$ cat src/rtl/led_scan_receiver.sv
// led_scan_receiver: receive end of the LED-matrix row-scan interface.
// Rebuilds per-row red/green strobes into whole frames, publishes each frame
// atomically once its last row arrives, and flags scan-sequence faults.
module led_scan_receiver #(
  parameter int ROWS            = 16,
  parameter int COLS            = 16,
  parameter int COLS_ACTIVE_LOW = 0,
  parameter int TIMEOUT         = 4096
) (
  input  logic                       clk,
  input  logic                       reset,
  input  logic                       row_valid,
  input  logic [3:0]                 row_addr,
  input  logic [COLS-1:0]            red_cols,
  input  logic [COLS-1:0]            grn_cols,
  output logic [ROWS-1:0][COLS-1:0]  frame_red,
  output logic [ROWS-1:0][COLS-1:0]  frame_grn,
  output logic                       frame_valid,
  output logic [15:0]                frame_count,
  output logic                       seq_error,
  output logic                       locked
);

  localparam int TW = (TIMEOUT > 1) ? $clog2(TIMEOUT + 1) : 1;
  localparam logic [3:0]    LAST_ROW  = 4'(ROWS - 1);
  localparam logic [TW-1:0] TOUT_LAST = TW'(TIMEOUT - 1);

  typedef enum logic {
    HUNT    = 1'b0,
    COLLECT = 1'b1
  } state_t;

  state_t                     state_q, state_d;
  logic [3:0]                 exp_q, exp_d;
  logic [TW-1:0]              tcnt_q, tcnt_d;
  logic [ROWS-1:0][COLS-1:0]  sh_red_q, sh_red_d;
  logic [ROWS-1:0][COLS-1:0]  sh_grn_q, sh_grn_d;
  logic [ROWS-1:0][COLS-1:0]  frame_red_q, frame_red_d;
  logic [ROWS-1:0][COLS-1:0]  frame_grn_q, frame_grn_d;
  logic                       frame_valid_q, frame_valid_d;
  logic [15:0]                frame_count_q, frame_count_d;
  logic                       seq_error_q, seq_error_d;
  logic                       locked_q, locked_d;

  logic [COLS-1:0]            cap_red, cap_grn;
  logic [3:0]                 prev_row;

  // Column words as captured: inverted when the driver sinks current.
  always_comb begin
    cap_red  = (COLS_ACTIVE_LOW != 0) ? ~red_cols : red_cols;
    cap_grn  = (COLS_ACTIVE_LOW != 0) ? ~grn_cols : grn_cols;
    prev_row = exp_q - 4'd1;
  end

  // Next-state logic: row sequencing, shadow capture, publish and fault detection.
  always_comb begin
    state_d       = state_q;
    exp_d         = exp_q;
    tcnt_d        = tcnt_q;
    sh_red_d      = sh_red_q;
    sh_grn_d      = sh_grn_q;
    frame_red_d   = frame_red_q;
    frame_grn_d   = frame_grn_q;
    frame_valid_d = 1'b0;
    frame_count_d = frame_count_q;
    seq_error_d   = 1'b0;

    case (state_q)
      HUNT: begin
        tcnt_d = '0;
        if (row_valid && row_addr == 4'd0) begin
          sh_red_d[0] = cap_red;
          sh_grn_d[0] = cap_grn;
          exp_d       = 4'd1;
          state_d     = COLLECT;
        end
      end

      COLLECT: begin
        if (row_valid) begin
          tcnt_d = '0;
          if (row_addr == exp_q) begin
            sh_red_d[row_addr] = cap_red;
            sh_grn_d[row_addr] = cap_grn;
            if (row_addr == LAST_ROW) begin
              // Publish from the updated shadow so the last row lands in the same edge.
              frame_red_d   = sh_red_d;
              frame_grn_d   = sh_grn_d;
              frame_valid_d = 1'b1;
              frame_count_d = frame_count_q + 16'd1;
              exp_d         = 4'd0;
            end else begin
              exp_d = exp_q + 4'd1;
            end
          end else if (row_addr == prev_row) begin
            sh_red_d[row_addr] = cap_red;
            sh_grn_d[row_addr] = cap_grn;
          end else if (row_addr == 4'd0) begin
            seq_error_d = 1'b1;
            sh_red_d    = '0;
            sh_grn_d    = '0;
            sh_red_d[0] = cap_red;
            sh_grn_d[0] = cap_grn;
            exp_d       = 4'd1;
          end else begin
            seq_error_d = 1'b1;
            sh_red_d    = '0;
            sh_grn_d    = '0;
            exp_d       = 4'd0;
            state_d     = HUNT;
          end
        end else if (tcnt_q == TOUT_LAST) begin
          seq_error_d = 1'b1;
          sh_red_d    = '0;
          sh_grn_d    = '0;
          exp_d       = 4'd0;
          tcnt_d      = '0;
          state_d     = HUNT;
        end else begin
          tcnt_d = tcnt_q + TW'(1);
        end
      end

      default: begin
        state_d = HUNT;
        exp_d   = 4'd0;
        tcnt_d  = '0;
      end
    endcase

    locked_d = (state_d == COLLECT);
  end

  // State and output registers.
  always_ff @(posedge clk or posedge reset) begin
    if (reset) begin
      state_q       <= HUNT;
      exp_q         <= 4'd0;
      tcnt_q        <= '0;
      sh_red_q      <= '0;
      sh_grn_q      <= '0;
      frame_red_q   <= '0;
      frame_grn_q   <= '0;
      frame_valid_q <= 1'b0;
      frame_count_q <= '0;
      seq_error_q   <= 1'b0;
      locked_q      <= 1'b0;
    end else begin
      state_q       <= state_d;
      exp_q         <= exp_d;
      tcnt_q        <= tcnt_d;
      sh_red_q      <= sh_red_d;
      sh_grn_q      <= sh_grn_d;
      frame_red_q   <= frame_red_d;
      frame_grn_q   <= frame_grn_d;
      frame_valid_q <= frame_valid_d;
      frame_count_q <= frame_count_d;
      seq_error_q   <= seq_error_d;
      locked_q      <= locked_d;
    end
  end

  assign frame_red   = frame_red_q;
  assign frame_grn   = frame_grn_q;
  assign frame_valid = frame_valid_q;
  assign frame_count = frame_count_q;
  assign seq_error   = seq_error_q;
  assign locked      = locked_q;

endmodule
$ cat config.mk
export PLATFORM = sky130hd
export DESIGN_NAME = led_scan_receiver
export DESIGN_NICKNAME = d
export VERILOG_FILES = /design/src/rtl/led_scan_receiver.sv
export SDC_FILE = /design/constraint.sdc
export NUM_CORES = 2
export LEC_CHECK = 0
export CAP_MARGIN = 20
export CORE_MARGIN = 1
export CORE_UTILIZATION = 50
export DETAILED_ROUTE_END_ITERATION = 6
export PLACE_DENSITY = 0.81
export SLEW_MARGIN = 25
export SYNTH_ARGS = -nofsm -noshare
export SYNTH_HDL_FRONTEND = slang
export SYNTH_SLANG_ARGS = --single-unit
$ cat constraint.sdc
create_clock -name clk -period 42.3 [get_ports clk]
set_input_delay 8.46 -clock clk [delete_from_list [all_inputs] [get_ports clk]]
set_output_delay 8.46 -clock clk [all_outputs]
set_load 0.02 [all_outputs]
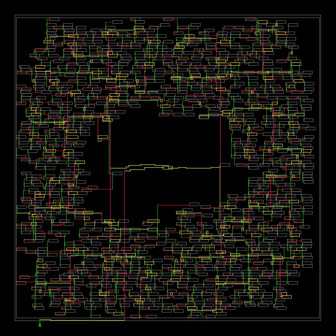
(images/clocks.png)
TritonCTS Buffers: 103
# clk buffers: 152
Setup Skew: 28.5 ps
Worst-Skew Late Latency: 670 ps
Sink Count: 1028

==> reports/qor.txt <==
Ratio of final minimum period to clock period - 31.0%
Detailed Route WL - 135000 microns
CTS tree - built
Buffers excl. clock - 656
CP Launch Point - row_addr[2]
Vias - 33200
Buffer share of cell area - 12.4%
Setup WS pre-CTS - 28340 ps
Post-synth ARST share - 100%
Met3 Wirelength - 10200 microns
Design Area, Final - 53700 sq um
R2R Setup Slk - 37560 ps
Setup TNS - 0 ps
Commonest flop - dfrtp_1
Filler Cell Count - 6410
Highest Signal Layer - met4
Crit path DRT - 42850 ps
Comb area share - 30.3%
Num tapcells - 1144
Post CTS Setup Buffer Count - 0
Inserted Diodes - 3
Hold Startpoint - tcnt_q[0]
Reg-to-reg endpoint - frame_grn[247]
FP Util - 50.7%
Mapped Nets - 3876
Grt met2 use - 48.2%
Synth top area share - 59.3%
Vias in the first global route - 32900
CP arrival - 13690 ps
Post-synth area hogs - dfrtp_1 (59%), mux2i_1 (9.6%), o2bb2ai_1 (7.8%), a21oi_1 (5.0%), nor2_1 (4.3%)
Gr usage total - 30.4%
Wire length on met1 - 55400 microns
Total grt overflow - 0
H-Tree Level Count - 3
Slew headroom - 27.5%
Final worst-path setup slack - 29170 ps
Resize count post-CTS - 0
Final setup vio count - 0
Final Wtd Congestion - 0.862
RSZ-0062 raised after global routing - no
R2R cell count - 8
CP Class - primary input to flip-flop
Fin crit period - 13130 ps
Met1 Track Usage GR - 41.4%
Crit path capture type - flip-flop
Sequential Power Share - 48.0%
Met2 routed WL - 64400 microns
Hold Fails Final Rpt - 0
GRT met3 Usage - 4.82%
Commonest cells in the netlist - dfrtp_1 (1028), nor2_1 (501), a21oi_1 (431)
ClkCell Share - 6.63%
Hold slack - 481 ps
Non-Filler Instances - 5461
Most frequent logic cell in the layout - dfrtp_1
Register share of the cell area - 47.9%
Dominant logic cell types in the final layout - dfrtp_1 (1028), clkdlybuf4s50_1 (567), nor2_1 (495)
Final nets - 4272
Via density - 6.08
Internal power - 1610 uW
Reg area - 25700 sq um
Critical R2R Launch - exp_q[0]
Flip-flops - 1028
Post-synth seq share - 59.3%
Crit-path most repeated cell - buf_4
I/O pins - 570
Hold Path Stages - 1
Cells after DPL - 5266
Pleak - 0.0232 uW
Worst Max-Slew Pin Slew - 1090 ps
Multi-In Gates - 2423
Count of tool warnings - 51
#FFs+latches synth - 1028
Most used routing layer - met2
CP top delay family - buffers and inverters
Top-count cell post-synth - dfrtp_1
Pin count of the biggest net entering global routing - 274
Hold_buf cts - 0
Syn_area_per_cell - 11.3 sq um
Worst setup endpoint - frame_grn[247]
Clk slew on worst S/H paths - 60 ps
Initial antenna violation count - 1
Outcome - finished, final reports clean
Multi-input gate area - 16300 sq um
CP Launch Type - primary input
CP max stage delay - 1120 ps
Yosys warning total - 0
Worst-path fanout max - 151
Initial DRC Count - 3329
Net Switching - 504 uW
Root Driver - clkbuf_16
Longest Clk Path Bufs - 3
Total power - 2110 uW
Mapped Cells - 3833
Switching part of the total - 23.9%
Rows - 107
Buffer and inverter count on the worst path - 5
Dpl hpwl - 84900 microns
Fin util - 62.8%
Number of max-cap violations - 0
Worst VDD drop - 0.0000316 V
Hold EP - tcnt_q[0]
CP max stage cell - clkdlybuf4s50_1
Signal inverters - 17
Crit path depth - 9
Logic pwr share - 6.8%
Core region area - 85500 sq um
Post-DRT Antenna Nets - 0
DRC violations left - 0
Worst-path cell chain - clkdlybuf4s50_1 -> xnor2_1 -> nand4_1 -> nor3_4 -> buf_12 -> buf_16 -> buf_4 -> buf_4 -> mux2_2
Post-Syn Area - 43400 sq um
Number of enable flip-flop cells - 0
Max Slew Vio Count - 0
Yosys Instances - 3833
Power Density - 39.3 nW/um^2
Synth area leader - dfrtp_1
Largest cell class - registers
P&R area growth vs syn - 23.9%
Max Freq - 76.1 MHz
First-pass GRT wire length - 203000 microns
Synth unique cells - 51
Drt wl/cell - 24.8 microns
Drt pass-1 iters - 5
HP Class - flip-flop to flip-flop
Layout cells sized above 1 - 8.74%
Placed cell area - 50100 sq um
DIE AREA - 87900 sq um
Clock Power Share - 45.2%
Yosys stat area - 43400 sq um
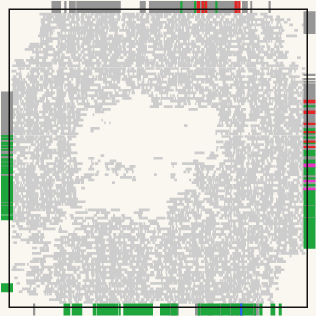
(images/io_placement.png)
Scale: 1 px per micron. Pins as bars across the die edge, other pins in gray.
`reset` -> blue  # pins 1, direction input, edge bottom
`frame_red` -> green  # pins 256, direction output, edge 139 bottom, 62 right, 51 left, 4 top
`grn_cols` -> red  # pins 16, direction input, edge 8 right, 8 top
`row_addr` -> magenta  # pins 4, direction input, edge right
Vert. Die Dim: 296 microns
I/O Buffers: 569
Die Span X: 296 microns

## cells by family (layout without fill, tap and decap cells)
| group | Yosys count | in the layout | synth area share, % |
|---|---|---|---|
| AOI/OAI and AO/OA | 1035 | 1035 | 16.8 |
| adders and majority gates | 4 | 4 | 0.115 |
| other | 0 | 3 | 0 |
| buffers and inverters | 382 | 863 | 3.86 |
| xor gates and xnor gates | 31 | 31 | 0.661 |
| DFF | 1028 | 1028 | 59.3 |
| muxes | 450 | 450 | 10.5 |
| and+or+nand+nor | 903 | 903 | 8.75 |
## power by group through the flow
stage	Combinational [uW]	Sequential (uW)	Clock [uW]
detailed placement	142	1030	0
global placement	138	1030	0
CTS	143	1010	962
finish	143	1010	954
global route	155	1010	1000
floorplan	76.6	1040	0
Power figures rest on the tool's default switching activity, not on a simulated workload.
